The metal 1 layer:
Bar = 20 um.
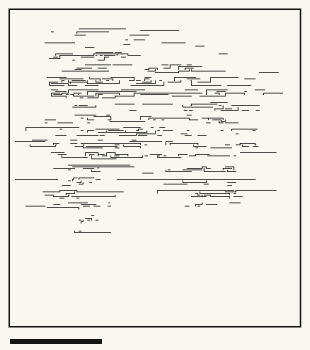
M2 wires:
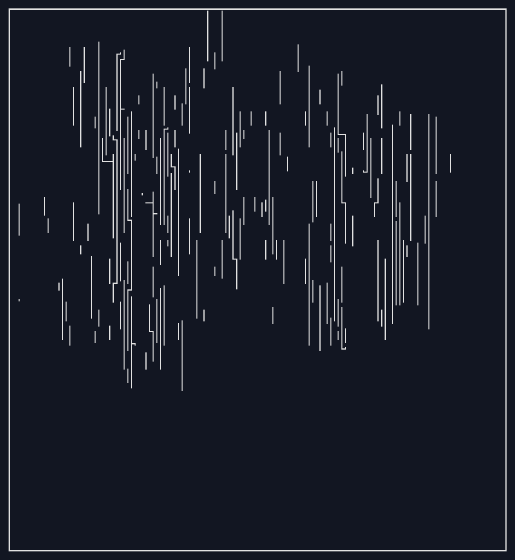
Metal 3:
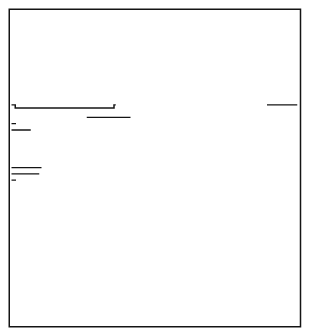
Wires at chosen ports, followed through buffers:
Bar = 20 um.
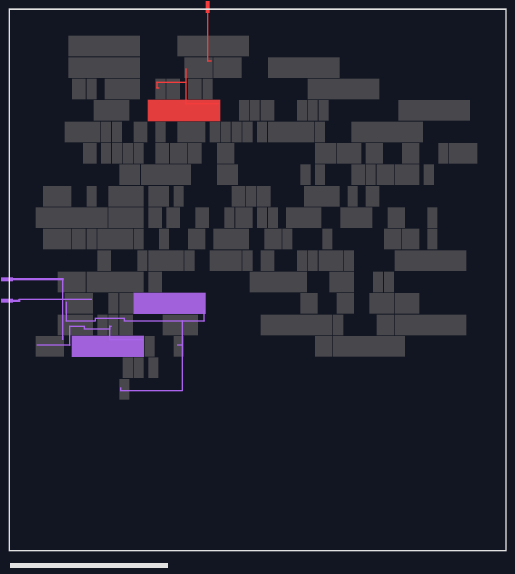
--- src/rtl/pulse_stretch.sv ---
// Stretches one-cycle trigger strobes into HIGH_CYCLES-wide level pulses separated by GAP_CYCLES low cycles.
// Optional macro PULSE_STRETCH_RETRIG_EN: a trigger during HIGH extends the current pulse instead of queueing.
module pulse_stretch #(
    parameter int HIGH_CYCLES = 4,
    parameter int GAP_CYCLES  = 2,
    parameter int MAX_PEND    = 3,
    parameter int CNT_W       = 8,
    parameter int PEND_W      = 2
) (
    input  logic              clock,
    input  logic              reset,
    input  logic              trigger,
    input  logic              clear,
    output logic              level_out,
    output logic              busy,
    output logic [PEND_W-1:0] pending,
    output logic              overflow
);

`ifdef PULSE_STRETCH_RETRIG_EN
    localparam bit RETRIG_EN = 1'b1;
`else
    localparam bit RETRIG_EN = 1'b0;
`endif

    localparam int G_LOAD_I = (GAP_CYCLES > 0) ? GAP_CYCLES - 1 : 0;
    localparam logic [CNT_W-1:0]  H_LOAD   = CNT_W'(HIGH_CYCLES - 1);
    localparam logic [CNT_W-1:0]  G_LOAD   = CNT_W'(G_LOAD_I);
    localparam logic [PEND_W-1:0] PEND_MAX = PEND_W'(MAX_PEND);

    if (HIGH_CYCLES < 1 || ((HIGH_CYCLES - 1) >> CNT_W) != 0) begin : g_bad_high
        $error("pulse_stretch: HIGH_CYCLES-1 must be >= 0 and fit in CNT_W bits");
    end
    if (GAP_CYCLES < 0 || (G_LOAD_I >> CNT_W) != 0) begin : g_bad_gap
        $error("pulse_stretch: GAP_CYCLES-1 must fit in CNT_W bits");
    end
    if (MAX_PEND < 1 || (MAX_PEND >> PEND_W) != 0) begin : g_bad_pend
        $error("pulse_stretch: MAX_PEND must be >= 1 and fit in PEND_W bits");
    end

    typedef enum logic [1:0] {ST_IDLE, ST_HIGH, ST_GAP} state_t;

    state_t           state;
    logic [CNT_W-1:0] cnt;
    logic             retrig_hit;
    logic             start_next;
    logic             enqueue;

    // A phase ends when its counter reaches zero; a HIGH phase with no gap hands
    // straight to the start-next decision, as does the last GAP cycle.
    always_comb begin
        retrig_hit = RETRIG_EN && (state == ST_HIGH) && trigger;
        start_next = 1'b0;
        if (cnt == '0) begin
            if (state == ST_GAP)
                start_next = 1'b1;
            else if (state == ST_HIGH && !retrig_hit && GAP_CYCLES == 0)
                start_next = 1'b1;
        end
        enqueue = trigger && (state != ST_IDLE) && !start_next && !retrig_hit;
    end

    always_ff @(posedge clock or posedge reset) begin
        if (reset) begin
            state     <= ST_IDLE;
            cnt       <= '0;
            level_out <= 1'b0;
            busy      <= 1'b0;
            pending   <= '0;
            overflow  <= 1'b0;
        end else if (clear) begin
            state     <= ST_IDLE;
            cnt       <= '0;
            level_out <= 1'b0;
            busy      <= 1'b0;
            pending   <= '0;
            overflow  <= 1'b0;
        end else begin
            if (start_next) begin
                if (trigger || pending != '0) begin
                    state     <= ST_HIGH;
                    cnt       <= H_LOAD;
                    level_out <= 1'b1;
                    busy      <= 1'b1;
                    if (!trigger)
                        pending <= pending - PEND_W'(1);
                end else begin
                    state     <= ST_IDLE;
                    cnt       <= '0;
                    level_out <= 1'b0;
                    busy      <= 1'b0;
                end
            end else begin
                case (state)
                    ST_IDLE: begin
                        if (trigger) begin
                            state     <= ST_HIGH;
                            cnt       <= H_LOAD;
                            level_out <= 1'b1;
                            busy      <= 1'b1;
                        end
                    end
                    ST_HIGH: begin
                        if (retrig_hit) begin
                            cnt <= H_LOAD;
                        end else if (cnt == '0) begin
                            state     <= ST_GAP;
                            cnt       <= G_LOAD;
                            level_out <= 1'b0;
                        end else begin
                            cnt <= cnt - CNT_W'(1);
                        end
                    end
                    ST_GAP: begin
                        cnt <= cnt - CNT_W'(1);
                    end
                    default: begin
                        state     <= ST_IDLE;
                        cnt       <= '0;
                        level_out <= 1'b0;
                        busy      <= 1'b0;
                    end
                endcase
            end

            // A full queue drops the trigger and latches overflow until reset/clear.
            if (enqueue) begin
                if (pending >= PEND_MAX)
                    overflow <= 1'b1;
                else
                    pending <= pending + PEND_W'(1);
            end
        end
    end

endmodule

--- config.mk ---
export PLATFORM = sky130hd
export DESIGN_NAME = pulse_stretch
export DESIGN_NICKNAME = d
export VERILOG_FILES = /design/src/rtl/pulse_stretch.sv
export SDC_FILE = /design/constraint.sdc
export NUM_CORES = 1
export LEC_CHECK = 0
export ABC_AREA = 1
export CORE_ASPECT_RATIO = 1.1
export CORE_MARGIN = 3
export CORE_UTILIZATION = 31
export CTS_BUF_LIST = sky130_fd_sc_hd__clkbuf_4 sky130_fd_sc_hd__clkbuf_8
export DETAILED_ROUTE_END_ITERATION = 10
export GPL_TIMING_DRIVEN = 0
export SLEW_MARGIN = 40
export SYNTH_ARGS = -nofsm -noshare
export SYNTH_HDL_FRONTEND = slang
export SYNTH_SLANG_ARGS = --single-unit
--- constraint.sdc ---
create_clock -name clock -period 2.85 [get_ports clock]
set_clock_uncertainty 0.2 [all_clocks]
set_input_delay 0.57 -clock clock [delete_from_list [all_inputs] [get_ports clock]]
set_output_delay 0.57 -clock clock [all_outputs]
set_load 0.01 [all_outputs]
==> run summary <==
yosys + openroad results -> run status finished clean, Critical Path Start pending[1], actual transition at the worst max-transition pin 0.599 ns, total tool warning count 33, Filler Cell Count 345, post-synthesis chip area from yosys 1100 sq um, Crit path max-delay family buffers and inverters, Peak VDD IR 0.000406 V, Detail Placement HPWL 1520 um, global route overflow 0, # IOs 9, proportion of synthesized chip area in sequential cells 0.341, Net Count, Synth 148, post-CTS setup buffers 0, post-cts hold-fix buffer tally 0, core utilization at floorplan 0.325, yosys warning tally 0, Final Max Tran Viols 0, Setup crit end pending[1], maximum number of pins on one net before global-route repair 16, mux cell area share after synthesis 0, total placed instance area 1240 sq um, final routed wire length divided by cell count 10.1 um, area added between synthesis and finish 15.5%, antenna viol nets, final 0, crit path buf inv count 1, GR Util All Layers 0.103, cell depth of the worst flop-to-flop path 10, Root Buffer sky130_fd_sc_hd__clkbuf_4, number of enable-type register cells in the synthesized netlist 0, cell resize tally after clock tree synthesis 0, FA/HA/MAJ Cells, Area Fraction 0.114, number of synthesized register bits 15, cell taking the most area after synthesis sky130_fd_sc_hd__dfrtp_1, startpoint kind of the worst setup timing path register, vias in the first global route 835, violation count after the first detailed-routing iteration 57, class of the worst hold path reg2reg, relative slew slack 0.600, Unique masters post-synth 25, simple-gate portion of the synthesized area 0.351, Die X-Extent 62.8 um, Crit Reg-Reg Endpoint cnt[0], main kind of combinational logic by area simple AND/OR/NAND/NOR gates, flop-to-flop setup slack 1.00 ns, critical path required time 2.08 ns, Placeable Area 3390 sq um, count of H-tree levels built during CTS 1, synthesized netlist cell count 134, Leakage Power 0.641 nW, Final min period 2.02 ns, post-route cell area 1270 sq um, Synth Flop Type sky130_fd_sc_hd__dfrtp_1, total cells reported by yosys after synthesis 134, PortBufs 8, number of sinks driven by the clock tree 15, Die Outline Area 4300 sq um, mapped cell area 1100 sq um, fmax 494 MHz, period utilization 0.710, wire length of the first global-routing pass 3550 um, antenna diode count 0, share of the synthesized netlist area taken by xor and xnor gates 0.0477, unrepaired setup endpoints after global routing false, worst stage delay on the critical path 0.56 ns, clock transition at the register clock pins on the worst setup and hold paths after CTS 0.10 ns, Power per Cell Area 1110 nW/um^2, Worst path depth 1, antenna violations before repair 0, FFs w/ async S/R, synth 1.00, startpoint of the lowest-slack register-to-register path state[0], max-capacitance violation count 0, final worst-path setup slack 0.826 ns, ordered list of cells on the worst path clkdlybuf4s50_1, total wire length 1970 um, Die Span Y 68.5 um, Final Instance Count excl. Fillers 194, critical path capture point type output port, number of rows in the core area 22, synthesized area per cell 8.22 sq um, synth top area cells sky130_fd_sc_hd__dfrtp_1 (34%), sky130_fd_sc_hd__ha_1 (11%), sky130_fd_sc_hd__nand2_1 (8.9%), sky130_fd_sc_hd__inv_1 (6.8%), sky130_fd_sc_hd__nor2_2 (5.1%), library cell contributing the largest single delay on the critical path sky130_fd_sc_hd__clkdlybuf4s50_1, final weighted congestion in routability-driven placement 0.780, worst-case clock buffer depth 2, post-placement worst setup slack 0.675 ns, number of placed cells counting well taps 190, top fanout value on the critical path 4, clock latency on the worst-skew pair 0.28 ns, total vias in the final route 825, top cell type by instance count after synthesis sky130_fd_sc_hd__nand2_1, number of clock buffers inserted by TritonCTS 3, final hold violation count 0, Complex Gates by Area 0.0670, TritonCTS clock tree done, Layout Nets 161, average vias per placed instance 4.25, Setup-failing EPs final 0, share of post-route cells with drive strength above 1 0.199, DRC Markers 0, Setup TNS Final 0 ns, top cells by instance count after synthesis sky130_fd_sc_hd__nand2_1 (26), sky130_fd_sc_hd__inv_1 (20), sky130_fd_sc_hd__dfrtp_1 (15), CP arrival 1.25 ns, type of the worst setup path reg2out, length of the first detailed-routing pass in iterations 4, Top cell area share 0.341
Notes on 'the metal 1 layer' above:
nets with wire on the layer: 144
wire length on this layer: 995 um

Notes on 'M2 wires' above:
share of all routed wire: 47%
longest straight run: 27.2 um
nets with wire on the layer: 117

Notes on 'metal 3' above:
longest straight run: 21.4 um
share of all routed wire: 2.9%
nets with wire on the layer: 8

Notes on 'wires at chosen ports, followed through buffers' above:
[busy] red | bits: 1 | direction: output | edge: north | end cells: 1 | buffers: 1 | wire: 19.7 um
[pending] purple | bits: 2 | direction: output | edge: west | end cells: 2 | buffers: 2 | wire: 81.7 um

==> layer usage <==
metal  track usage  share of wire  up-vias
met4        0.0193              0        0
met5             0              0        -
met2         0.186           0.47        9
met3        0.0292          0.028        0
li1              -              -      440
met1         0.124           0.51      376
==> area by class of cell <==
| type | count | area (sq um) | area share |
|---|---|---|---|
| inverter | 22 | 82.6 | 0.0650 |
| clock buffer | 4 | 30.0 | 0.0236 |
| buffer | 1 | 5.00 | 0.00394 |
| sequential | 15 | 375 | 0.295 |
| tap | 48 | 60.1 | 0.0472 |
| timing repair buffer | 8 | 80.1 | 0.0630 |
| multi-input combinational | 96 | 638 | 0.502 |
==> power breakdown <==
part,internal [mW],total [mW],switching [mW]
registers,0.295,0.376,0.0811
clock network,0.0638,0.136,0.0717
logic,0.361,0.905,0.544
==> cell families (layout without fill, tap and decap cells) <==
family                     Yosys count  in the layout
and+or+nand+nor                     69             69
AOI/OAI and AO/OA                   11             11
adders and majority gates           10             10
xor gates and xnor gates             6              6
DFF                                 15             15
buffers and inverters               23             35
==> state kept, by name, indices dropped and copies added (netlist names) <==
| register | count |
|---|---|
| cnt | 8 |
| level_out | 1 |
| overflow | 1 |
| state | 2 |
| busy | 1 |
| pending | 2 |
==> cell usage in the layout, fill, tap and decap left out, types with 3 or more instances in the layout <==
master / synthesis / layout
sky130_fd_sc_hd__a21oi_1: 3 / 3
sky130_fd_sc_hd__clkbuf_4: 0 / 4
sky130_fd_sc_hd__clkdlybuf4s50_1: 0 / 8
sky130_fd_sc_hd__dfrtp_1: 15 / 15
sky130_fd_sc_hd__ha_1: 10 / 10
sky130_fd_sc_hd__inv_1: 20 / 20
sky130_fd_sc_hd__nand2_1: 26 / 26
sky130_fd_sc_hd__nand2_2: 4 / 4
sky130_fd_sc_hd__nand3_1: 10 / 10
sky130_fd_sc_hd__nor2_1: 10 / 10
sky130_fd_sc_hd__nor2_2: 9 / 9
sky130_fd_sc_hd__o21ai_1: 6 / 6
sky130_fd_sc_hd__xor2_1: 5 / 5
==> through the flow <==
step	hold WS, ns	total power [mW]	utilization
global route	0.326	1.58	0.375
global placement	0.274	1.27	0.367
floorplan	0.271	1.12	-
CTS	0.311	1.44	0.375
finish	0.304	1.42	0.375
detailed placement	0.287	1.29	0.367
==> worst min-delay path by stage <==
stage | to | slack [ns] | startpoint | cells after the start
after floorplan | busy | 0.27 | reset | 1
after global placement | level_out | 0.27 | level_out | 2
after detailed placement | level_out | 0.29 | level_out | 2
after CTS | level_out | 0.31 | level_out | 2
after global routing | level_out | 0.33 | level_out | 2
final | level_out | 0.30 | level_out | 2
Power figures rest on the tool's default switching activity, not on a simulated workload.
